**src/rtl/alu_serial_pkg.sv**
```systemverilog
// rtl/alu_serial_pkg.sv - shared op and state encodings for the nibble-serial ALU
package alu_serial_pkg;

  typedef enum logic [1:0] {
    OP_ADD  = 2'b00,
    OP_SUB  = 2'b01,
    OP_XOR  = 2'b10,
    OP_XNOR = 2'b11
  } op_t;

  typedef enum logic [1:0] {
    IDLE = 2'b00,
    RUN  = 2'b01,
    DONE = 2'b10
  } state_t;

endpackage

```
**src/rtl/alu_nibble.sv**
```systemverilog
// rtl/alu_nibble.sv - combinational 4-bit add/sub/xor/xnor slice with carry-in
module alu_nibble
  import alu_serial_pkg::*;
(
  input  logic [3:0] a,
  input  logic [3:0] b,
  input  op_t        op,
  input  logic       cin,
  output logic [3:0] s,
  output logic       cout,
  output logic       c3
);

  logic [3:0] bx;
  logic [3:0] lo;
  logic [1:0] hi;

  // Split the add at bit 3 so the carry into the slice MSB is visible for overflow.
  always_comb begin
    bx   = (op == OP_SUB) ? ~b : b;
    lo   = {1'b0, a[2:0]} + {1'b0, bx[2:0]} + {3'b000, cin};
    hi   = {1'b0, a[3]} + {1'b0, bx[3]} + {1'b0, lo[3]};
    s    = 4'h0;
    cout = 1'b0;
    c3   = 1'b0;
    case (op)
      OP_ADD, OP_SUB: begin
        s    = {hi[0], lo[2:0]};
        cout = hi[1];
        c3   = lo[3];
      end
      OP_XOR:  s = a ^ b;
      default: s = ~(a ^ b);
    endcase
  end

endmodule

```
**src/rtl/nibble_serial_alu.sv**
```systemverilog
// rtl/nibble_serial_alu.sv - nibble-serial ALU: one 4-bit slice per cycle, LSB first
// Optional signed-overflow flag enabled by defining ALU_SERIAL_OVF_EN.
module nibble_serial_alu #(
  parameter int NIBBLES = 4
) (
  input  logic                   clk,
  input  logic                   rst_n,
  input  logic                   in_valid,
  output logic                   in_ready,
  input  logic [4*NIBBLES-1:0]   in_a,
  input  logic [4*NIBBLES-1:0]   in_b,
  input  logic [1:0]             in_op,
  output logic                   out_valid,
  input  logic                   out_ready,
  output logic [4*NIBBLES-1:0]   out_s,
  output logic                   out_cout,
  output logic                   out_zero,
  output logic                   out_ovf
);
  import alu_serial_pkg::*;

  localparam int W  = 4 * NIBBLES;
  localparam int IW = $clog2(NIBBLES + 1);

  state_t          state;
  op_t             op_r;
  logic [W-1:0]    a_sh;
  logic [W-1:0]    b_sh;
  logic [W-1:0]    s_sh;
  logic [IW-1:0]   idx;
  logic            carry;

  logic [3:0]      nib_s;
  logic            nib_cout;
  logic            nib_c3;

  alu_nibble u_nibble (
    .a    (a_sh[3:0]),
    .b    (b_sh[3:0]),
    .op   (op_r),
    .cin  (carry),
    .s    (nib_s),
    .cout (nib_cout),
    .c3   (nib_c3)
  );

  assign in_ready = (state == IDLE);
  assign out_s    = s_sh;

`ifdef ALU_SERIAL_OVF_EN
  logic msb_cin;
  logic ovf_r;
  assign out_ovf = ovf_r;
`else
  logic unused_nib_c3;
  assign unused_nib_c3 = nib_c3;
  assign out_ovf       = 1'b0;
`endif

  // RUN spends NIBBLES cycles on slices, then one finalize cycle that latches the flags.
  always_ff @(posedge clk or negedge rst_n) begin
    if (!rst_n) begin
      state     <= IDLE;
      op_r      <= OP_ADD;
      a_sh      <= '0;
      b_sh      <= '0;
      s_sh      <= '0;
      idx       <= '0;
      carry     <= 1'b0;
      out_valid <= 1'b0;
      out_cout  <= 1'b0;
      out_zero  <= 1'b0;
`ifdef ALU_SERIAL_OVF_EN
      msb_cin   <= 1'b0;
      ovf_r     <= 1'b0;
`endif
    end else begin
      case (state)
        IDLE: begin
          if (in_valid) begin
            a_sh  <= in_a;
            b_sh  <= in_b;
            op_r  <= op_t'(in_op);
            carry <= (op_t'(in_op) == OP_SUB);
            idx   <= '0;
            state <= RUN;
          end
        end
        RUN: begin
          if (idx == IW'(NIBBLES)) begin
            out_valid <= 1'b1;
            out_cout  <= carry;
            out_zero  <= (s_sh == '0);
`ifdef ALU_SERIAL_OVF_EN
            ovf_r     <= ((op_r == OP_ADD) || (op_r == OP_SUB)) && (msb_cin ^ carry);
`endif
            state     <= DONE;
          end else begin
            s_sh  <= {nib_s, s_sh[W-1:4]};
            a_sh  <= a_sh >> 4;
            b_sh  <= b_sh >> 4;
            carry <= nib_cout;
`ifdef ALU_SERIAL_OVF_EN
            msb_cin <= nib_c3;
`endif
            idx   <= idx + IW'(1);
          end
        end
        DONE: begin
          if (out_ready) begin
            out_valid <= 1'b0;
            state     <= IDLE;
          end
        end
        default: state <= IDLE;
      endcase
    end
  end

endmodule

```
**config.mk**
```make
export PLATFORM = sky130hd
export DESIGN_NAME = nibble_serial_alu
export DESIGN_NICKNAME = d
export VERILOG_FILES = /design/src/rtl/alu_serial_pkg.sv /design/src/rtl/alu_nibble.sv /design/src/rtl/nibble_serial_alu.sv
export SDC_FILE = /design/constraint.sdc
export NUM_CORES = 1
export LEC_CHECK = 0
export CORE_AREA = 2 2 57 113
export CTS_CLUSTER_SIZE = 30
export DETAILED_ROUTE_END_ITERATION = 16
export DIE_AREA = 0 0 59 115
export GPL_ROUTABILITY_DRIVEN = 0
export PLACE_DENSITY = 0.79
export SLEW_MARGIN = 20
export SYNTH_ARGS = -nofsm -noshare
export SYNTH_HDL_FRONTEND = slang
export SYNTH_SLANG_ARGS = --single-unit
```
**constraint.sdc**
```tcl
create_clock -name clk -period 2.8 [get_ports clk]
set_input_delay 0.56 -clock clk [delete_from_list [all_inputs] [get_ports clk]]
set_output_delay 0.56 -clock clk [all_outputs]
set_load 0.02 [all_outputs]
```
==> impl_metrics.ini <==
; yosys + openroad results
[critical_path]
crit_slowest_cell = dfrtp_1
cp.required_ps = 3000
start_kind = flip-flop
crit_arrival_ps = 2840
r2r_end = carry$_DFFE_PN0P_
critical_path.endpoint = carry$_DFFE_PN0P_
crit_buf_inv = 0
r2r_start = op_r[1]$_DFFE_PN0P_
rr_worst_depth = 9
cp_common_cell = a21o_1
cp_cell_sequence = nand2b_1, xnor2_1, ha_1, a21o_1, a21o_1, fa_1, nor4bb_1, a31oi_1, mux2i_1
path_depth = 9
endpoint_kind = flip-flop
r2r_slack_ps = 160
worstSetupPathType = reg -> reg

[drt]
routed_wl_um = 5980
drt_iter0_markers = 101
wire_per_inst_um = 17.6
routed-via-count = 1906
first_pass_iters = 4
ant_nets = 0
drc_errors = 0

[global_route]
grt_first_pass_wirelength_um = 9870
grt_usage = 0.197
grt_start_max_net_pins = 39
gr-usage-met1 = 0.241
grt-ovfl-total = 0
antenna_found_initial = 0
met3_usage = 0.0506

[final_timing]
slew_violations = 0
finalHoldViolCount = 0
fin_crit_sh = 0.941
finalSetupTns_ps = 0
fin_crit_ps = 2640
fin_skew_ps = 7.12
relSlewSlack = 0.425
setup_viol = 0
rsz0062_at_grt = no
whs_ps = 354
worst_pin_slew_ps = 863

[clock_tree]
cts.sinks = 59
root_buffer = clkbuf_16
clk-insertion-delay-late_ps = 320
cts_buffers = 9
clk_path_buf_depth = 2
cts_tree = yes
htree_num_levels = 3
cts_hold_buf = 0
cts_resized = 0

[job]
warnings = 27
cap_viol_max_count = 0

[min_path]
hold_class = in -> async

[synth]
synthArstFlopShare = 1.00
fp_nets = 259
yosys.area_share.simple = 0.0436
yosysTopAreaCell = dfrtp_1
yosysChipArea_um2 = 3010
adder_share = 0.0365
ys_seq_share = 0.490
topCombFamilyByArea = multiplexers
mux_share = 0.267
aoi_share = 0.0606
ys.flops = 59
edf_count = 0
area_leaders = dfrtp_1, mux2_2, mux2_4
synthesis.area_um2 = 3010
ys_cells = 214
common_cells = dfrtp_1, mux2_2, mux2_4
yosys_warnings = 0
synthDistinctLibCells = 39
synth_top_flop_cell = dfrtp_1
top_area_frac = 0.490
top_cell = dfrtp_1

[finish]
final.fill_count = 445
final_nets = 320
final_cell_area_um2 = 3830
lay_top_cells = dfrtp_1, clkdlybuf4s50_1, mux2_2
lay_top_count = dfrtp_1
diodes = 0
layout-drive-gt1-share = 0.285

[outcome]
status = finished, final reports clean

[die]
die_h_um = 115
fp-row-count = 40
ios = 59
fp-utilization = 0.510
die-area_um2 = 6790

[place]
dp_slack_ps = 176
dp_hpwl_um = 4240
post_dp_cell_area_um2 = 3580

[power_and_ir_drop]
powerDensity_nw_per_um2 = 1360
power_mw = 5.21
leakage_nw = 1.76
final cells by class:
| type | count | area, um2 | area share |
|---|---|---|---|
| Inverter | 9 | 46.3 | 0.0121 |
| Tap cell | 63 | 78.8 | 0.0206 |
| Clock buffer | 13 | 250 | 0.0654 |
| Multi-Input combinational cell | 134 | 1370 | 0.358 |
| Timing Repair Buffer | 62 | 603 | 0.158 |
| Sequential cell | 59 | 1480 | 0.386 |
metal layers:
layer  up-vias  part of all wire
li1        884                 -
met1       953              0.41
met2        52              0.52
met3        17             0.045
met4         0             0.028
met5         -                 0
power breakdown:
part,internal (mW),leakage [nW],switching [mW],total (mW)
combinational,1.55,0.910,1.17,2.71
sequential,1.24,0.730,0.322,1.56
clock,0.605,0.122,0.329,0.933
total,3.39,1.76,1.82,5.21
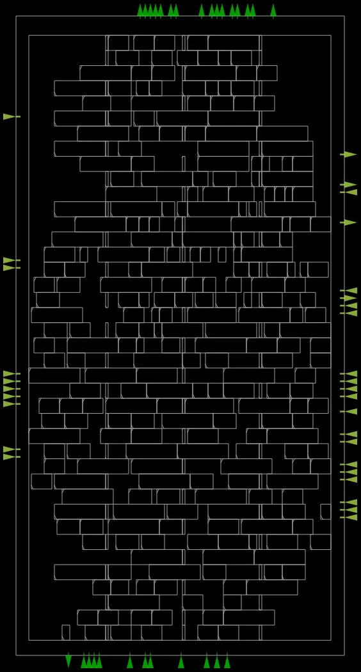
(cell outlines without signal wires)
Core Util, Final: 0.648
Layout Cells excl Fill: 340
core area: 5910 um2

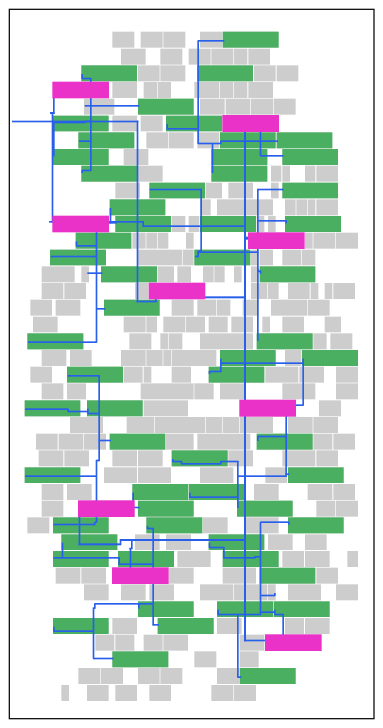
(clock distribution)
clock-net drivers -> magenta  # count 9
flip-flops -> green  # count 59
clock wires -> blue  # length 742 um
flops lie = widely spread

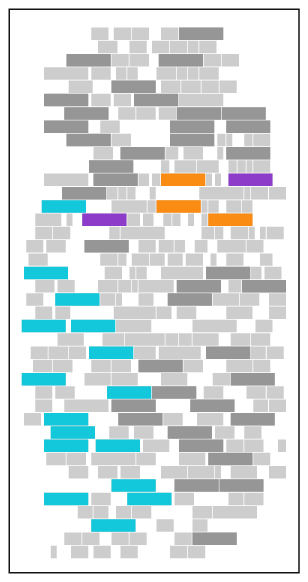
(where the registers sit)
Other sequential cells in the stronger grey, the rest of the logic in the fainter grey.
a_sh -> cyan  # sequential cells 16
idx -> orange  # sequential cells 3
state -> purple  # sequential cells 2

Power figures rest on the tool's default switching activity, not on a simulated workload.
